[src/rtl/seq3_if.sv]
// seq3_if: instruction/datapath bus between the program controller and seq3
// Signals:
//   inst      {op, A, B} instruction word (controller -> seq3)
//   inst_en   inst is valid this cycle
//   ireg      flattened input registers, ireg k at [k*DATA_WIDTH +: DATA_WIDTH]
//   next      address of the next instruction to fetch (seq3 -> controller)
//   oreg      {oreg index, data} of the last register write
//   oreg_wen  one-hot write strobe over NUM_OREGS
//   busy      sequencer is waiting on an input register
//   error     sequencer is in the absorbing error state
// Modports: master = controller side, slave = seq3 side.
interface seq3_if #(
    parameter int DATA_WIDTH     = 8,
    parameter int ADDR_WIDTH     = 8,
    parameter int NUM_IREGS      = 4,
    parameter int NUM_OREGS      = 8,
    parameter int OREG_SEL_WIDTH = 3
);
    logic [4+ADDR_WIDTH+DATA_WIDTH-1:0] inst;
    logic                               inst_en;
    logic [NUM_IREGS*DATA_WIDTH-1:0]    ireg;
    logic [ADDR_WIDTH-1:0]              next;
    logic [OREG_SEL_WIDTH+DATA_WIDTH-1:0] oreg;
    logic [NUM_OREGS-1:0]               oreg_wen;
    logic                               busy;
    logic                               error;
    modport master (output inst, inst_en, ireg, input next, oreg, oreg_wen, busy, error);
    modport slave  (input inst, inst_en, ireg, output next, oreg, oreg_wen, busy, error);
endinterface

[src/rtl/seq3.sv]
// seq3: parametrised instruction sequencer with return-address stack
// Ports:
//   clock    rising-edge clock
//   reset    synchronous active-high reset
//   timeout  wait limit in cycles, 0 = unlimited (only with SEQ3_WAIT_TIMEOUT_EN)
//   bus      seq3_if.slave: inst/inst_en/ireg in, next/oreg/oreg_wen/busy/error out
// Optional feature macro: SEQ3_WAIT_TIMEOUT_EN adds the timeout port and Wait counter.
module seq3 #(
    parameter int DATA_WIDTH     = 8,
    parameter int ADDR_WIDTH     = 8,
    parameter int NUM_IREGS      = 4,
    parameter int IREG_SEL_WIDTH = 2,
    parameter int NUM_OREGS      = 8,
    parameter int OREG_SEL_WIDTH = 3,
    parameter int STACK_DEPTH    = 4,
    parameter int TIMEOUT_WIDTH  = 8
) (
    input logic clock,
    input logic reset,
`ifdef SEQ3_WAIT_TIMEOUT_EN
    input logic [TIMEOUT_WIDTH-1:0] timeout,
`endif
    seq3_if.slave bus
);
    localparam int SP_W  = $clog2(STACK_DEPTH + 1);
    localparam int IDX_W = (STACK_DEPTH > 1) ? $clog2(STACK_DEPTH) : 1;
    localparam logic [1:0] READY = 2'd0, WAIT = 2'd1, ERR = 2'd2;
    localparam logic [3:0] OP_NO = 4'h0, OP_CI = 4'h1, OP_CR = 4'h2, OP_JI = 4'h3,
                           OP_JR = 4'h4, OP_JZ = 4'h5, OP_JN = 4'h6, OP_WN = 4'h7,
                           OP_WZ = 4'h8, OP_CL = 4'h9, OP_RT = 4'hA;
    logic [1:0]                state;
    logic [3:0]                op;
    logic [ADDR_WIDTH-1:0]     a, next_inc;
    logic [DATA_WIDTH-1:0]     b, r, wr;
    logic [IREG_SEL_WIDTH-1:0] sel, w_sel;
    logic [OREG_SEL_WIDTH-1:0] oidx;
    logic                      w_pol, sel_ok, oidx_ok, uses_r, cond, w_cond, full, empty, bad;
    logic [ADDR_WIDTH-1:0]     stack [STACK_DEPTH];
    logic [SP_W-1:0]           sp;
`ifdef SEQ3_WAIT_TIMEOUT_EN
    logic [TIMEOUT_WIDTH-1:0]  cnt;
`endif
    assign op       = bus.inst[4+ADDR_WIDTH+DATA_WIDTH-1 -: 4];
    assign a        = bus.inst[DATA_WIDTH +: ADDR_WIDTH];
    assign b        = bus.inst[DATA_WIDTH-1:0];
    assign sel      = b[IREG_SEL_WIDTH-1:0];
    assign oidx     = a[OREG_SEL_WIDTH-1:0];
    assign next_inc = bus.next + ADDR_WIDTH'(1);
    assign sel_ok   = int'(sel) < NUM_IREGS;
    assign oidx_ok  = int'(oidx) < NUM_OREGS;
    assign full     = sp == SP_W'(STACK_DEPTH);
    assign empty    = sp == '0;
    assign uses_r   = op inside {OP_CR, OP_JR, OP_JZ, OP_JN, OP_WN, OP_WZ};
    assign cond     = (op == OP_WN) ? (r != '0) : (r == '0);
    assign w_cond   = w_pol ? (wr != '0) : (wr == '0);
    assign bad      = (uses_r && !sel_ok) || ((op == OP_CI || op == OP_CR) && !oidx_ok) ||
                      (op == OP_CL && full) || (op == OP_RT && empty) || (op > OP_RT);
    assign bus.busy  = state == WAIT;
    assign bus.error = state == ERR;
    // Operand mux for the decoding instruction and for the latched Wait register.
    always_comb begin
        r  = '0;
        wr = '0;
        for (int k = 0; k < NUM_IREGS; k++) begin
            r  = (sel == IREG_SEL_WIDTH'(k)) ? bus.ireg[k*DATA_WIDTH +: DATA_WIDTH] : r;
            wr = (w_sel == IREG_SEL_WIDTH'(k)) ? bus.ireg[k*DATA_WIDTH +: DATA_WIDTH] : wr;
        end
    end
    always_ff @(posedge clock) begin
        if (reset) begin
            state        <= READY;
            bus.next     <= '0;
            bus.oreg     <= '0;
            bus.oreg_wen <= '0;
            sp           <= '0;
            w_sel        <= '0;
            w_pol        <= 1'b0;
`ifdef SEQ3_WAIT_TIMEOUT_EN
            cnt          <= '0;
`endif
        end else begin
            bus.oreg_wen <= '0;
            case (state)
                READY: if (bus.inst_en) begin
                    if (bad) state <= ERR;
                    else case (op)
                        OP_CI: begin
                            bus.oreg     <= {oidx, b};
                            bus.oreg_wen <= NUM_OREGS'(1) << oidx;
                            bus.next     <= next_inc;
                        end
                        OP_CR: begin
                            bus.oreg     <= {oidx, r};
                            bus.oreg_wen <= NUM_OREGS'(1) << oidx;
                            bus.next     <= next_inc;
                        end
                        OP_JI: bus.next <= a;
                        OP_JR: bus.next <= ADDR_WIDTH'(r);
                        OP_JZ: bus.next <= (r == '0) ? a : next_inc;
                        OP_JN: bus.next <= (r != '0) ? a : next_inc;
                        OP_WN, OP_WZ: begin
                            if (cond) bus.next <= next_inc;
                            else begin
                                state <= WAIT;
                                w_sel <= sel;
                                w_pol <= op == OP_WN;
`ifdef SEQ3_WAIT_TIMEOUT_EN
                                cnt   <= '0;
`endif
                            end
                        end
                        OP_CL: begin
                            stack[IDX_W'(sp)] <= next_inc;
                            sp                <= sp + SP_W'(1);
                            bus.next          <= a;
                        end
                        OP_RT: begin
                            bus.next <= stack[IDX_W'(sp - SP_W'(1))];
                            sp       <= sp - SP_W'(1);
                        end
                        default: bus.next <= next_inc;
                    endcase
                end
                WAIT: begin
                    // Exit needs inst_en; a satisfied condition alone keeps waiting.
                    if (bus.inst_en && w_cond) begin
                        state    <= READY;
                        bus.next <= next_inc;
                    end
`ifdef SEQ3_WAIT_TIMEOUT_EN
                    else if (timeout != '0 && cnt == timeout) state <= ERR;
                    else cnt <= cnt + TIMEOUT_WIDTH'(1);
`endif
                end
                default: ;
            endcase
        end
    end
endmodule

[src/flat_wrapper.sv]
// flat-port wrapper written by rule: the top's interface ports become plain ports
module seq3_flat 
#(
    parameter int DATA_WIDTH     = 8,
    parameter int ADDR_WIDTH     = 8,
    parameter int NUM_IREGS      = 4,
    parameter int IREG_SEL_WIDTH = 2,
    parameter int NUM_OREGS      = 8,
    parameter int OREG_SEL_WIDTH = 3,
    parameter int STACK_DEPTH    = 4,
    parameter int TIMEOUT_WIDTH  = 8
)
  (clock, reset, bus_inst, bus_inst_en, bus_ireg, bus_next, bus_oreg, bus_oreg_wen, bus_busy, bus_error);
  seq3_if #(.DATA_WIDTH(DATA_WIDTH), .ADDR_WIDTH(ADDR_WIDTH), .NUM_IREGS(NUM_IREGS), .NUM_OREGS(NUM_OREGS), .OREG_SEL_WIDTH(OREG_SEL_WIDTH)) bus_i ();
  input logic clock;
  input logic reset;
  input wire logic [$bits(bus_i.inst)-1:0] bus_inst;
  input wire logic [$bits(bus_i.inst_en)-1:0] bus_inst_en;
  input wire logic [$bits(bus_i.ireg)-1:0] bus_ireg;
  output wire logic [$bits(bus_i.next)-1:0] bus_next;
  output wire logic [$bits(bus_i.oreg)-1:0] bus_oreg;
  output wire logic [$bits(bus_i.oreg_wen)-1:0] bus_oreg_wen;
  output wire logic [$bits(bus_i.busy)-1:0] bus_busy;
  output wire logic [$bits(bus_i.error)-1:0] bus_error;
  assign bus_i.inst = bus_inst;
  assign bus_i.inst_en = bus_inst_en;
  assign bus_i.ireg = bus_ireg;
  assign bus_next = bus_i.next;
  assign bus_oreg = bus_i.oreg;
  assign bus_oreg_wen = bus_i.oreg_wen;
  assign bus_busy = bus_i.busy;
  assign bus_error = bus_i.error;
  seq3 #(.DATA_WIDTH(DATA_WIDTH), .ADDR_WIDTH(ADDR_WIDTH), .NUM_IREGS(NUM_IREGS), .IREG_SEL_WIDTH(IREG_SEL_WIDTH), .NUM_OREGS(NUM_OREGS), .OREG_SEL_WIDTH(OREG_SEL_WIDTH), .STACK_DEPTH(STACK_DEPTH), .TIMEOUT_WIDTH(TIMEOUT_WIDTH)) u_core (.clock(clock), .reset(reset), .bus(bus_i));
endmodule
[config.mk]
export PLATFORM = sky130hd
export DESIGN_NAME = seq3_flat
export DESIGN_NICKNAME = d
export VERILOG_FILES = /design/src/rtl/seq3_if.sv /design/src/rtl/seq3.sv /design/src/flat_wrapper.sv
export SDC_FILE = /design/constraint.sdc
export NUM_CORES = 1
export LEC_CHECK = 0
export ABC_AREA = 1
export CAP_MARGIN = 15
export CORE_AREA = 2 2 92 94
export CTS_CLUSTER_DIAMETER = 30
export CTS_CLUSTER_SIZE = 14
export DETAILED_ROUTE_END_ITERATION = 6
export DIE_AREA = 0 0 94 96
export GPL_TIMING_DRIVEN = 0
export HOLD_SLACK_MARGIN = 0.12
export PLACE_DENSITY = 0.77
export SKIP_CTS_REPAIR_TIMING = 1
export SLEW_MARGIN = 20
export SYNTH_ARGS = -nofsm -noshare
export SYNTH_HDL_FRONTEND = slang
export SYNTH_SLANG_ARGS = --single-unit
[constraint.sdc]
create_clock -name clock -period 3.56 [get_ports clock]
set_clock_uncertainty 0.1 [all_clocks]
set_input_delay 0.356 -clock clock [delete_from_list [all_inputs] [get_ports clock]]
set_output_delay 0.356 -clock clock [all_outputs]
set_load 0.02 [all_outputs]
==> report_table.html, run 1 <==
<p>Metrics extracted from the flow reports.</p>
<table>
<tr><th>Metric</th><th>Value</th></tr>
<tr><th colspan="2">Global route</th></tr>
<tr><td>Antenna violations before repair</td><td>0</td></tr>
<tr><td>Vias in the first global route</td><td>3,506</td></tr>
<tr><td>Combined global-route utilization of all metal layers</td><td>24.53%</td></tr>
<tr><td>Total gr overflow</td><td>0</td></tr>
<tr><th colspan="2">Die</th></tr>
<tr><td>Chip width</td><td>94 um</td></tr>
<tr><td>I/O pin cnt</td><td>84</td></tr>
<tr><td>Area of the core</td><td>8051 um^2</td></tr>
<tr><td>Number of tapcells</td><td>105</td></tr>
<tr><td>Vert. Die Dim</td><td>96 um</td></tr>
<tr><th colspan="2">Cells and area</th></tr>
<tr><td>Count of antenna diodes in the layout</td><td>0</td></tr>
<tr><td>Max reg flops</td><td>32</td></tr>
<tr><td>Inverter count of the layout excluding clock inverters</td><td>75</td></tr>
<tr><td>Area of the multi-input gates</td><td>1888 um^2</td></tr>
<tr><td>Fraction of final layout cells sized beyond drive strength 1</td><td>8.307%</td></tr>
<tr><td>Number of non-clock buffers in the layout</td><td>98</td></tr>
<tr><td>Clk tree area frac</td><td>3.453%</td></tr>
<tr><td>Data buffer area share</td><td>18.35%</td></tr>
<tr><td>Area-dominant cell class after layout</td><td>multi-input combinational cells</td></tr>
<tr><th colspan="2">Route</th></tr>
<tr><td>Vias per std cell</td><td>5.250</td></tr>
<tr><td>Top routing layer in use</td><td>met4</td></tr>
<tr><th colspan="2">Job</th></tr>
<tr><td>Log Warnings</td><td>30</td></tr>
<tr><th colspan="2">Synthesis</th></tr>
<tr><td>Post-synthesis cell area</td><td>3879 um^2</td></tr>
<tr><td>Average cell area after synthesis</td><td>7.346 um^2</td></tr>
<tr><td>Top area cells in the synthesized netlist</td><td>edfxtp_1 (25%), dfxtp_1 (18%), nand2_1 (13%)</td></tr>
<tr><td>Yosys synthesis chip area</td><td>3879 um^2</td></tr>
<tr><td>Async set or reset register ratio after synthesis</td><td>0%</td></tr>
<tr><td>Count of library flops with an enable pin</td><td>32</td></tr>
<tr><td>Area leader share</td><td>24.77%</td></tr>
<tr><td>Number of cells in Yosys stat</td><td>528</td></tr>
<tr><td>Top FF cell, synth</td><td>dfxtp_1</td></tr>
<tr><td>Synthesis warning total</td><td>0</td></tr>
<tr><th colspan="2">Place</th></tr>
<tr><td>Final HPWL DP</td><td>8.116 mm</td></tr>
<tr><td>Placed cell area</td><td>4821 um^2</td></tr>
<tr><th colspan="2">STA</th></tr>
<tr><td>Final hold violations</td><td>0</td></tr>
<tr><td>Pin slew with the least headroom to its limit</td><td>0.7202 ns</td></tr>
<tr><td>RSZ-0062 raised after global routing</td><td>no</td></tr>
<tr><td>Worst hold-check slack</td><td>0.3769 ns</td></tr>
<tr><td>Fin worst setup slack</td><td>0.3851 ns</td></tr>
<tr><td>Relative slew margins</td><td>51.99%</td></tr>
<tr><td>F_max</td><td>315.0 MHz</td></tr>
<tr><th colspan="2">Critical path</th></tr>
<tr><td>Cell family with the largest share of critical-path delay</td><td>simple AND/OR/NAND/NOR gates</td></tr>
<tr><td>Crit-path max FO</td><td>20</td></tr>
<tr><td>Total buffers and inverters traversed by the critical path</td><td>3</td></tr>
<tr><td>Sort of element at the end of the critical path</td><td>flip-flop</td></tr>
<tr><th colspan="2">Worst hold path</th></tr>
<tr><td>WHS Path Cells</td><td>2</td></tr>
<tr><th colspan="2">Outcome</th></tr>
<tr><td>Status</td><td>completed</td></tr>
<tr><th colspan="2">Clock network</th></tr>
<tr><td>Clock tree sinks</td><td>67</td></tr>
<tr><td>Level count of the clock H-tree</td><td>3</td></tr>
<tr><td>CTS clk-pin slew, worst paths</td><td>0.08 ns</td></tr>
<tr><td>Number of buffers created by CTS</td><td>9</td></tr>
<tr><th colspan="2">Power and ir drop</th></tr>
<tr><td>Comb power</td><td>365 uW</td></tr>
<tr><td>Maximum VDD drop</td><td>286.6 uV</td></tr>
<tr><td>Leakage</td><td>2.212 nW</td></tr>
<tr><td>Logic pwr share</td><td>20.4%</td></tr>
<tr><td>Clock network power share</td><td>32.1%</td></tr>
</table>
-- run 1: cell families after synthesis --
group / Yosys count / share of synthesized area (%)
AOI/OAI and AO/OA: 60 / 9.323
and+or+nand+nor: 294 / 34.13
adders and majority gates: 7 / 2.258
muxes: 1 / 0.2581
buffers and inverters: 91 / 9.387
xor gates and xnor gates: 8 / 1.807
DFF: 67 / 42.84
-- run 1: metrics by stage --
stage                     TNS [ns]  utilization [%]  total power, mW
after global routing             0            63.00            1.859
final                            0            63.00            1.785
after detailed placement    -8.187            59.88            1.221
after CTS                   -8.704            62.05            1.787
after floorplan                  0                -            1.068
after global placement      -5.758            59.88            1.214
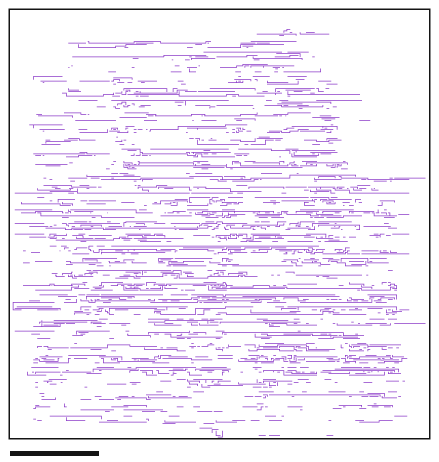
Run 1: M1 wires
Scale bar: 20 um.
nets with wire on the layer: 629
share of all routed wire: 44%
longest straight run: 46.5 um
wire length on this layer: 4,690 um
main direction: horizontal
vias after detailed routing: 3,838
Routed Wire Length: 10.75 mm
met1 layer usage reported by global route: 32.22%

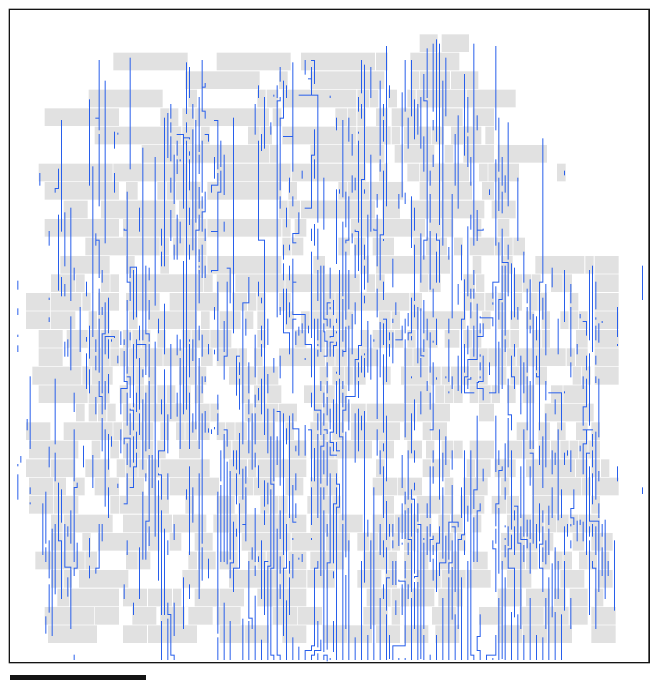
Run 1: the metal 2 layer
Scale bar: 20 um. Cells faint in the background.
nets with wire on the layer: 565
longest straight run: 39.4 um
main direction: vertical

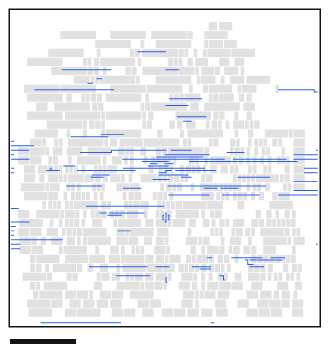
Run 1: M3 wires
Scale bar: 20 um. Cells faint in the background.
main direction: horizontal
nets with wire on the layer: 73
share of all routed wire: 6.5%
longest straight run: 32.7 um
met3 track demand over resource in global routing: 3.759%

Run 1, M4 wires:
Scale bar: 20 um.
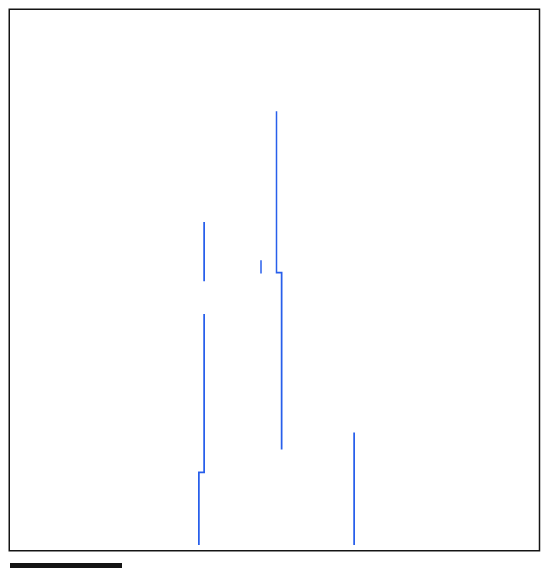

==> run 2, diff against run 1 <==
- CORE_AREA: 2 2 92 94 -> 2 2 95 97
- DIE_AREA: 0 0 94 96 -> 0 0 97 99
- PLACE_DENSITY: 0.77 -> 0.75
- SLEW_MARGIN: 20 -> not set
- clock period: 3.56 -> 2.54 ns (I/O delays scaled with it)
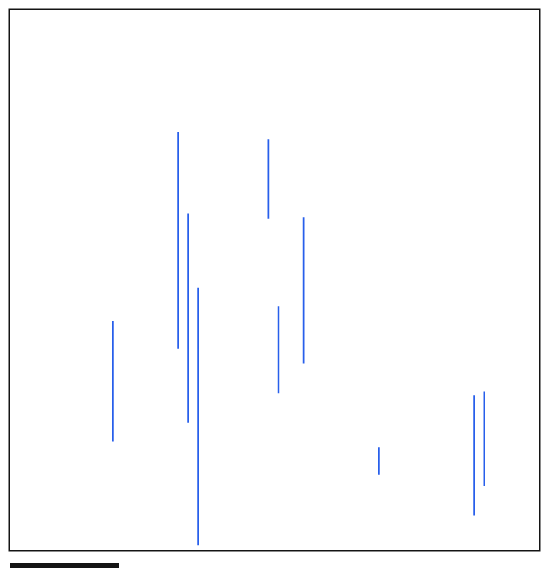
Run 2: M4 wires
Scale bar: 20 um.
main direction: vertical
longest straight run: 46.9 um

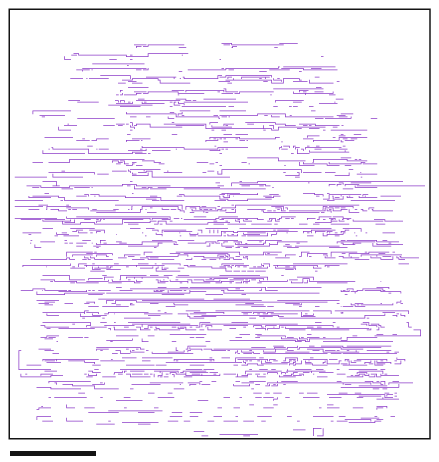
Run 2: M1 wires
Scale bar: 20 um.
share of all routed wire: 45%
nets with wire on the layer: 623
vias after detailed routing: 3,816
met1 layer usage reported by global route: 30.79%

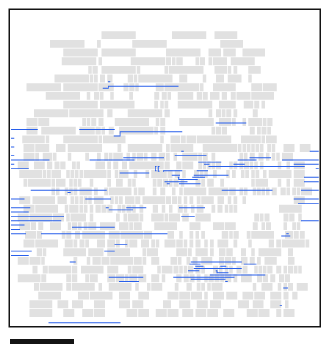
Run 2: M3 wires
Scale bar: 20 um. Cells faint in the background.
wire length on this layer: 640 um
main direction: horizontal
share of all routed wire: 5.9%
Routed Wire Length: 10.76 mm
met3 track demand over resource in global routing: 4.255%

==> run 2 against run 1 <==
Non-clock buffer count did not move. Combinational power rose by about 40%. Power rose by 49%. Fmax rose by 34%. Critical path depth fell by 2. Count of clock-buffer cells in the layout did not move. Global-route usage fell by 1.5 points. Via count fell by 0.57%. Core utilization fell by 2.7 points. Register-to-register slack got worse by 0.22 ns. Design area rose by 1.7%. Clock power rose by 66%. Critical endpoint is now u_core.bus.next[7]$_SDFFE_PP0P_. Largest power group unchanged. Highest routed layer unchanged.
==> report_table.html, run 2 <==
<p>Metrics extracted from the flow reports.</p>
<table>
<tr><th>Metric</th><th>Value</th></tr>
<tr><th colspan="2">Synthesis</th></tr>
<tr><td>Syn nets</td><td>590</td></tr>
<tr><td>Mux contribution to synthesized area</td><td>0.2581% (unchanged)</td></tr>
<tr><td>Average cell area after synthesis</td><td>7.346 um^2 (unchanged)</td></tr>
<tr><td>Number of cells in Yosys stat</td><td>528 (unchanged)</td></tr>
<tr><td>Count of library flops with an enable pin</td><td>32 (unchanged)</td></tr>
<tr><td>Compound Share, Synth</td><td>9.323% (unchanged)</td></tr>
<tr><td>Simple Share, Synth</td><td>34.13% (unchanged)</td></tr>
<tr><td>Synthesis warning total</td><td>0 (unchanged)</td></tr>
<tr><td>Async set or reset register ratio after synthesis</td><td>0% (unchanged)</td></tr>
<tr><td>Adder Share, Synth</td><td>2.258% (unchanged)</td></tr>
<tr><td>Dominant kind of combinational cell</td><td>simple AND/OR/NAND/NOR gates</td></tr>
<tr><td>Post-synthesis cell area</td><td>3879 um^2 (unchanged)</td></tr>
<tr><td>Top FF cell, synth</td><td>dfxtp_1</td></tr>
<tr><td>XOR-XNOR Cells, Area Fraction</td><td>1.806% (unchanged)</td></tr>
<tr><td>Yosys synthesis chip area</td><td>3879 um^2 (unchanged)</td></tr>
<tr><td>Area leader share</td><td>24.77% (unchanged)</td></tr>
<tr><td>Top area cells in the synthesized netlist</td><td>edfxtp_1 (25%), dfxtp_1 (18%), nand2_1 (13%)</td></tr>
<tr><th colspan="2">Power and ir drop</th></tr>
<tr><td>Logic pwr share</td><td>19.3% (-1.1 points)</td></tr>
<tr><td>Maximum VDD drop</td><td>389.8 uV (+36%)</td></tr>
<tr><td>Clock network power share</td><td>35.9% (+3.8 points)</td></tr>
<tr><td>PnR Total Power</td><td>2.652 mW (+49%)</td></tr>
<tr><td>Comb power</td><td>511 uW (+40%)</td></tr>
<tr><td>Leakage</td><td>2.238 nW (+1.2%)</td></tr>
<tr><th colspan="2">Cells and area</th></tr>
<tr><td>Register Area</td><td>1663 um^2</td></tr>
<tr><td>Max reg flops</td><td>32 (unchanged)</td></tr>
<tr><td>Inverter count of the layout excluding clock inverters</td><td>75 (unchanged)</td></tr>
<tr><td>Area of the multi-input gates</td><td>1911 um^2 (+1.2%)</td></tr>
<tr><td>Final core utilization</td><td>60.32% (-2.7 points)</td></tr>
<tr><td>Count of antenna diodes in the layout</td><td>0 (unchanged)</td></tr>
<tr><td>Number of clock buffer instances in the layout</td><td>9</td></tr>
<tr><td>Number of non-clock buffers in the layout</td><td>98 (unchanged)</td></tr>
<tr><td>Fraction of final layout cells sized beyond drive strength 1</td><td>9.585% (+1.3 points)</td></tr>
<tr><td>Clk tree area frac</td><td>4.003% (+0.55 points)</td></tr>
<tr><td>Data buffer area share</td><td>18.51% (+0.16 points)</td></tr>
<tr><th colspan="2">Place</th></tr>
<tr><td>Placed cell area</td><td>4873 um^2 (+1.1%)</td></tr>
<tr><td>Final HPWL DP</td><td>8.181 mm (+0.79%)</td></tr>
<tr><td>PortBufs</td><td>81</td></tr>
<tr><th colspan="2">Critical path</th></tr>
<tr><td>Cell family with the largest share of critical-path delay</td><td>simple AND/OR/NAND/NOR gates</td></tr>
<tr><td>Sort of element at the end of the critical path</td><td>flip-flop</td></tr>
<tr><td>Total buffers and inverters traversed by the critical path</td><td>1 (-2)</td></tr>
<tr><td>Cell-by-cell trace of the critical path</td><td>inv_1 &gt; nor3_1 &gt; nand3_1 &gt; nor3_1 &gt; xor2_1 &gt; nand2_1 &gt; nand3_1 &gt; a21oi_1 &gt; nor2_1</td></tr>
<tr><td>Crit-path max FO</td><td>6 (-70%)</td></tr>
<tr><th colspan="2">Clock network</th></tr>
<tr><td>TritonCTS clock tree</td><td>done</td></tr>
<tr><td>CTS clk-pin slew, worst paths</td><td>0.08 ns (about the same)</td></tr>
<tr><td>Late-Pin Clk Latency</td><td>0.36 ns</td></tr>
<tr><td>Level count of the clock H-tree</td><td>3 (unchanged)</td></tr>
<tr><td>Clock tree sinks</td><td>67 (unchanged)</td></tr>
<tr><td>Number of buffers created by CTS</td><td>9 (unchanged)</td></tr>
<tr><th colspan="2">Global route</th></tr>
<tr><td>Combined global-route utilization of all metal layers</td><td>22.98% (-1.5 points)</td></tr>
<tr><td>Antenna violations before repair</td><td>0 (unchanged)</td></tr>
<tr><td>Total gr overflow</td><td>0 (unchanged)</td></tr>
<tr><td>Vias in the first global route</td><td>3,694 (+5.4%)</td></tr>
<tr><th colspan="2">STA</th></tr>
<tr><td>Relative slew margins</td><td>53.98% (+2.0 points)</td></tr>
<tr><td>F_max</td><td>421.4 MHz (+34%)</td></tr>
<tr><td>RSZ-0062 raised after global routing</td><td>yes</td></tr>
<tr><td>Fin worst setup slack</td><td>0.1669 ns (-0.2183 ns)</td></tr>
<tr><td>Final hold violations</td><td>0 (unchanged)</td></tr>
<tr><td>Worst hold-check slack</td><td>0.2726 ns (-0.1044 ns)</td></tr>
<tr><td>Setup TNS</td><td>0 ns (unchanged)</td></tr>
<tr><td>Pin slew with the least headroom to its limit</td><td>0.6904 ns (-0.02985 ns)</td></tr>
<tr><th colspan="2">Die</th></tr>
<tr><td>Chip width</td><td>97 um (+3.2%)</td></tr>
<tr><td>Vert. Die Dim</td><td>99 um (+3.1%)</td></tr>
<tr><td>I/O pin cnt</td><td>84 (unchanged)</td></tr>
<tr><td>Area of the core</td><td>8551 um^2 (+6.2%)</td></tr>
<tr><th colspan="2">Route</th></tr>
<tr><td>Router iterations before antenna repair</td><td>5</td></tr>
<tr><td>Met1 Routed Length</td><td>4.817 mm</td></tr>
<tr><td>Vias per std cell</td><td>5.199 (-0.98%)</td></tr>
<tr><td>Top routing layer in use</td><td>met4</td></tr>
<tr><td>DRT antenna net count</td><td>0</td></tr>
<tr><th colspan="2">Outcome</th></tr>
<tr><td>Status</td><td>completed</td></tr>
<tr><th colspan="2">Job</th></tr>
<tr><td>Log Warnings</td><td>31 (+3.3%)</td></tr>
</table>
run 2: tightest hold or removal path, cell delays in order:
cell and delay [ns]:
buf_4 0.16, buf_6 0.15, nand3_1 0.08, a21oi_1 0.06
run 2: final timing paths:
kind / cells past startpoint / endpoint / start / slack, ns
hold / removal: 4 / u_core.w_sel[0]$_SDFFE_PP0P_ / bus_inst[0] / 0.27
hold reg to reg: 2 / u_core.w_sel[1]$_SDFFE_PP0P_ / u_core.w_sel[1]$_SDFFE_PP0P_ / 0.38
setup / recovery: 9 / u_core.bus.next[7]$_SDFFE_PP0P_ / u_core.bus.next[0]$_SDFFE_PP0P_ / 0.17
setup reg to reg: 9 / u_core.bus.next[7]$_SDFFE_PP0P_ / u_core.bus.next[0]$_SDFFE_PP0P_ / 0.17
Power figures rest on the tool's default switching activity, not on a simulated workload.
